[config.mk]
export PLATFORM = sky130hd
export DESIGN_NAME = riscv_writeback_unit
export DESIGN_NICKNAME = d
export VERILOG_FILES = /design/src/rtl/riscv_writeback_unit_pkg.sv /design/src/rtl/riscv_writeback_unit_load_align.sv /design/src/rtl/riscv_writeback_unit.sv
export SDC_FILE = /design/constraint.sdc
export NUM_CORES = 1
export LEC_CHECK = 0
export ABC_AREA = 1
export CORE_MARGIN = 2
export CORE_UTILIZATION = 40
export CTS_CLUSTER_DIAMETER = 200
export DETAILED_ROUTE_END_ITERATION = 16
export PLACE_DENSITY = 0.82
export SYNTH_ARGS = -nofsm -noshare
export SYNTH_HDL_FRONTEND = slang
export SYNTH_SLANG_ARGS = --single-unit
[constraint.sdc]
create_clock -name clk -period 3.1 [get_ports clk]
set_input_delay 0.31 -clock clk [delete_from_list [all_inputs] [get_ports clk]]
set_output_delay 0.31 -clock clk [all_outputs]
set_load 0.1 [all_outputs]
[src/rtl/riscv_writeback_unit_pkg.sv]
// Shared execute/writeback encodings: operand-select, writeback-source and load funct3 codes,
// plus the writeback FSM state type.
package riscv_writeback_unit_pkg;

  localparam logic [1:0] ALU_SRC_REG = 2'd0;
  localparam logic [1:0] ALU_SRC_IMM = 2'd1;
  localparam logic [1:0] ALU_SRC_PC  = 2'd2;

  typedef enum logic [1:0] {
    WB_SRC_ALU     = 2'd0,
    WB_SRC_MEM     = 2'd1,
    WB_SRC_PC_NEXT = 2'd2,
    WB_SRC_CSR     = 2'd3
  } wb_src_t;

  localparam logic [2:0] LOAD_LB  = 3'b000;
  localparam logic [2:0] LOAD_LH  = 3'b001;
  localparam logic [2:0] LOAD_LW  = 3'b010;
  localparam logic [2:0] LOAD_LBU = 3'b100;
  localparam logic [2:0] LOAD_LHU = 3'b101;

  typedef enum logic {
    IDLE     = 1'b0,
    WAIT_MEM = 1'b1
  } wb_state_t;

endpackage

[src/rtl/riscv_writeback_unit_load_align.sv]
// riscv_load_align: picks the byte/half lane out of a word-aligned load and extends it;
// flags misaligned halfword/word accesses and unsupported funct3 encodings.
module riscv_load_align
  import riscv_writeback_unit_pkg::*;
(
  input  logic [31:0] i_rdata,
  input  logic [1:0]  i_addr,
  input  logic [2:0]  i_funct3,
  output logic [31:0] o_data,
  output logic        o_fault
);

  logic [7:0]  w_byte;
  logic [15:0] w_half;

  always_comb begin
    w_byte = i_rdata[7:0];
    case (i_addr)
      2'd1:    w_byte = i_rdata[15:8];
      2'd2:    w_byte = i_rdata[23:16];
      2'd3:    w_byte = i_rdata[31:24];
      default: w_byte = i_rdata[7:0];
    endcase
    w_half = i_addr[1] ? i_rdata[31:16] : i_rdata[15:0];
  end

  always_comb begin
    o_data  = '0;
    o_fault = 1'b0;
    case (i_funct3)
      LOAD_LB:  o_data = {{24{w_byte[7]}}, w_byte};
      LOAD_LBU: o_data = {24'd0, w_byte};
      LOAD_LH: begin
        o_data  = {{16{w_half[15]}}, w_half};
        o_fault = i_addr[0];
      end
      LOAD_LHU: begin
        o_data  = {16'd0, w_half};
        o_fault = i_addr[0];
      end
      LOAD_LW: begin
        o_data  = i_rdata;
        o_fault = |i_addr;
      end
      default:  o_fault = 1'b1;
    endcase
  end

endmodule

[src/rtl/riscv_writeback_unit.sv]
// riscv_writeback_unit: selects the writeback source, sequences loads through WAIT_MEM and
// drives registered RF write / forwarding outputs. Optional load timeout: RISCV_WB_LOAD_TIMEOUT_EN.
module riscv_writeback_unit
  import riscv_writeback_unit_pkg::*;
#(
  parameter int XLEN         = 32,
  parameter int LOAD_TIMEOUT = 64
) (
  input  logic            clk,
  input  logic            rst_n,
  input  logic            ex_valid,
  output logic            ex_ready,
  input  logic [1:0]      wb_src,
  input  logic            rd_we,
  input  logic [4:0]      rd_addr,
  input  logic [XLEN-1:0] alu_result,
  input  logic [XLEN-1:0] pc_value,
  input  logic [XLEN-1:0] csr_value,
  input  logic [2:0]      load_funct3,
  input  logic            mem_rvalid,
  input  logic [XLEN-1:0] mem_rdata,
  output logic            rf_we,
  output logic [4:0]      rf_waddr,
  output logic [XLEN-1:0] rf_wdata,
  output logic            load_fault,
  output logic            busy
);

  wb_state_t       r_state;
  logic [4:0]      r_ld_rd;
  logic            r_ld_we;
  logic [2:0]      r_ld_funct3;
  logic [1:0]      r_ld_addr;
  logic            r_rf_we;
  logic [4:0]      r_rf_waddr;
  logic [XLEN-1:0] r_rf_wdata;
  logic            r_load_fault;

  logic            w_xfer;
  logic [XLEN-1:0] w_src_data;
  logic [XLEN-1:0] w_ld_data;
  logic            w_ld_fault;
  logic            w_timeout;

  assign ex_ready   = (r_state == IDLE);
  assign busy       = (r_state == WAIT_MEM);
  assign w_xfer     = ex_valid && ex_ready;
  assign rf_we      = r_rf_we;
  assign rf_waddr   = r_rf_waddr;
  assign rf_wdata   = r_rf_wdata;
  assign load_fault = r_load_fault;

  always_comb begin
    w_src_data = alu_result;
    case (wb_src)
      WB_SRC_PC_NEXT: w_src_data = pc_value + XLEN'(4);
      WB_SRC_CSR:     w_src_data = csr_value;
      default:        w_src_data = alu_result;
    endcase
  end

  // Alignment check uses the latched address/funct3, so the fault decision made from the
  // transfer-time values is simply carried through WAIT_MEM to the completion edge.
  riscv_load_align u_align (
    .i_rdata  (mem_rdata),
    .i_addr   (r_ld_addr),
    .i_funct3 (r_ld_funct3),
    .o_data   (w_ld_data),
    .o_fault  (w_ld_fault)
  );

`ifdef RISCV_WB_LOAD_TIMEOUT_EN
  localparam int TMO_W = $clog2(LOAD_TIMEOUT + 1);
  logic [TMO_W-1:0] r_tmo_cnt;

  // Fires on the WAIT_MEM cycle whose increment would make the count reach LOAD_TIMEOUT.
  assign w_timeout = busy && !mem_rvalid && (r_tmo_cnt == TMO_W'(LOAD_TIMEOUT - 1));

  always_ff @(posedge clk or negedge rst_n) begin
    if (!rst_n)
      r_tmo_cnt <= '0;
    else if (w_xfer)
      r_tmo_cnt <= '0;
    else if (busy && !mem_rvalid)
      r_tmo_cnt <= r_tmo_cnt + TMO_W'(1);
  end
`else
  logic w_unused_tmo;
  assign w_unused_tmo = ^LOAD_TIMEOUT;
  assign w_timeout    = 1'b0;
`endif

  always_ff @(posedge clk or negedge rst_n) begin
    if (!rst_n) begin
      r_state      <= IDLE;
      r_ld_rd      <= '0;
      r_ld_we      <= 1'b0;
      r_ld_funct3  <= '0;
      r_ld_addr    <= '0;
      r_rf_we      <= 1'b0;
      r_rf_waddr   <= '0;
      r_rf_wdata   <= '0;
      r_load_fault <= 1'b0;
    end else begin
      r_rf_we      <= 1'b0;
      r_load_fault <= 1'b0;
      case (r_state)
        IDLE: begin
          if (w_xfer) begin
            if (wb_src == WB_SRC_MEM) begin
              r_ld_rd     <= rd_addr;
              r_ld_we     <= rd_we;
              r_ld_funct3 <= load_funct3;
              r_ld_addr   <= alu_result[1:0];
              r_state     <= WAIT_MEM;
            end else begin
              r_rf_we    <= rd_we && (rd_addr != 5'd0);
              r_rf_waddr <= rd_addr;
              r_rf_wdata <= w_src_data;
            end
          end
        end
        WAIT_MEM: begin
          if (mem_rvalid) begin
            r_state <= IDLE;
            if (w_ld_fault) begin
              r_load_fault <= 1'b1;
            end else begin
              r_rf_we    <= r_ld_we && (r_ld_rd != 5'd0);
              r_rf_waddr <= r_ld_rd;
              r_rf_wdata <= w_ld_data;
            end
          end else if (w_timeout) begin
            r_state      <= IDLE;
            r_load_fault <= 1'b1;
          end
        end
        default: r_state <= IDLE;
      endcase
    end
  end

endmodule

==> images/m1.png <==
Bar = 20 µm. Supply wires on this layer in grey.
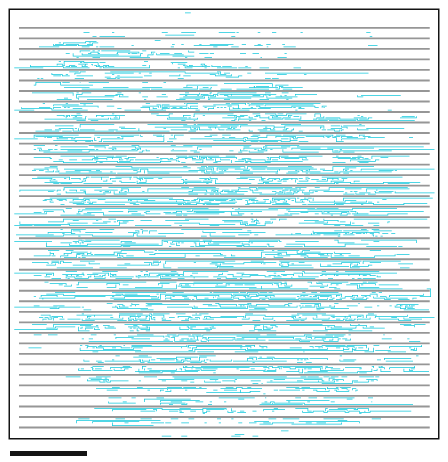
wire length on this layer: 7770 µm
longest straight run: 51.1 µm
main direction: horizontal
nets with wire on the layer: 963
via count: 5741
met1 Track Usage GR: 39.4%
drt total wl: 17.3 mm

==> images/m2.png <==
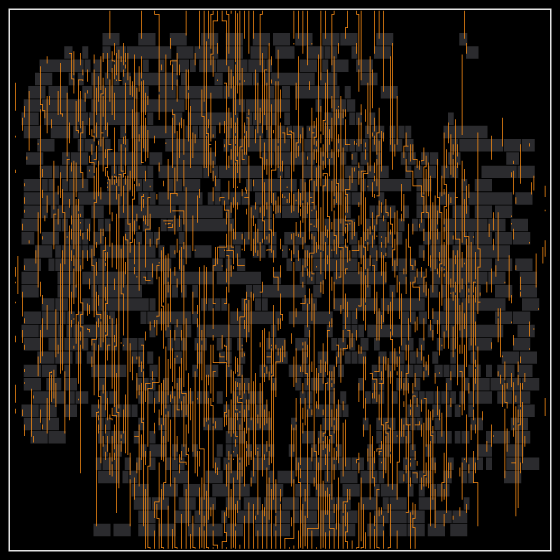
main direction: vertical
nets with wire on the layer: 844
longest straight run: 44.0 µm

==> images/m3.png <==
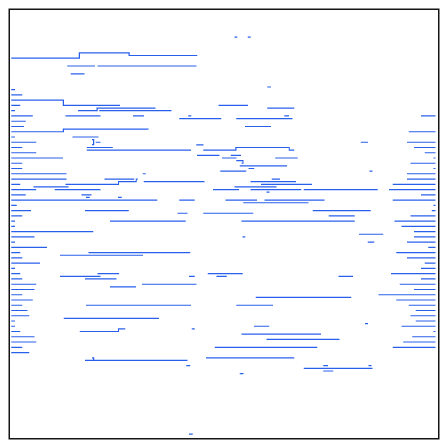
wire length on this layer: 1500 µm
longest straight run: 37.5 µm
main direction: horizontal
share of all routed wire: 8.6%

==> flow_summary.ini <==
; flow metrics
[final_layout]
ff_count = 51
drive_above_1_share_pct = 5.64
nNetsFinal = 1082
comb_area_share_pct = 42.2
fill_cells = 1104
flop_area_um2 = 1280
clkbuf_count = 5
largest_reg_flops = 32
fin_area_um2 = 6560

[power_and_ir_drop]
power_density_nw_per_um2 = 587
p_leak_uw = 0.00308
p_clk_uw = 588
clockPowerShare_pct = 15.3
vdd_ir_drop_max_v = 0.000659

[clocking]
clock_sinks = 51
post_cts_buffers = 0
ctsHtreeMaxLevel = 2

[placed_design]
dp_hpwl_mm = 13.7
pre_cts_ws_ps = 659
place_inst = 1071
port_buffers = 183

[yosys]
ys_seq_share_pct = 28.0
yosys_area_um2 = 4550
flop_cell = dfrtp_1
top_cell = nand2_1
ys_warn_count = 0

[timing]
hold_ws_ps = 125
fin_skew_ps = 3.55
fmax_mhz = 401

[drt]
drt_first_pass_iters = 5
wl_met3_mm = 1.50
antenna_left = 0

[critical_path]
slowest_stage = dfrtp_1
reg2reg_depth = 9
required_ps = 3240
cpLargestDelayFamily = simple AND/OR/NAND/NOR gates

[status]
status = finished, final reports clean

[grt]
grt_max_degree = 52
antenna_found_initial = 0

[floorplanning]
row_count = 38
core_area_um2 = 11000
ioPinCount = 184
==> images/m4.png <==
Supply wires on this layer in grey.
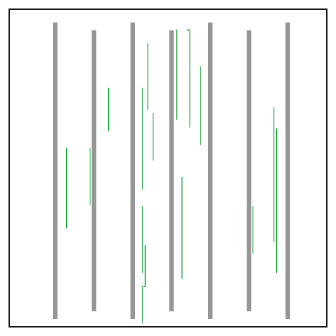
nets with wire on the layer: 14
longest straight run: 50.3 µm

==> images/congestion_map.png <==
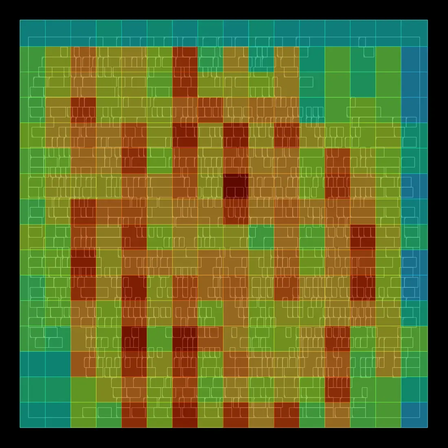
met3 usage: 5.41%
met2 Use GR: 42.9%
GRT Overall Usage: 27.6%
most used routing layer: met2

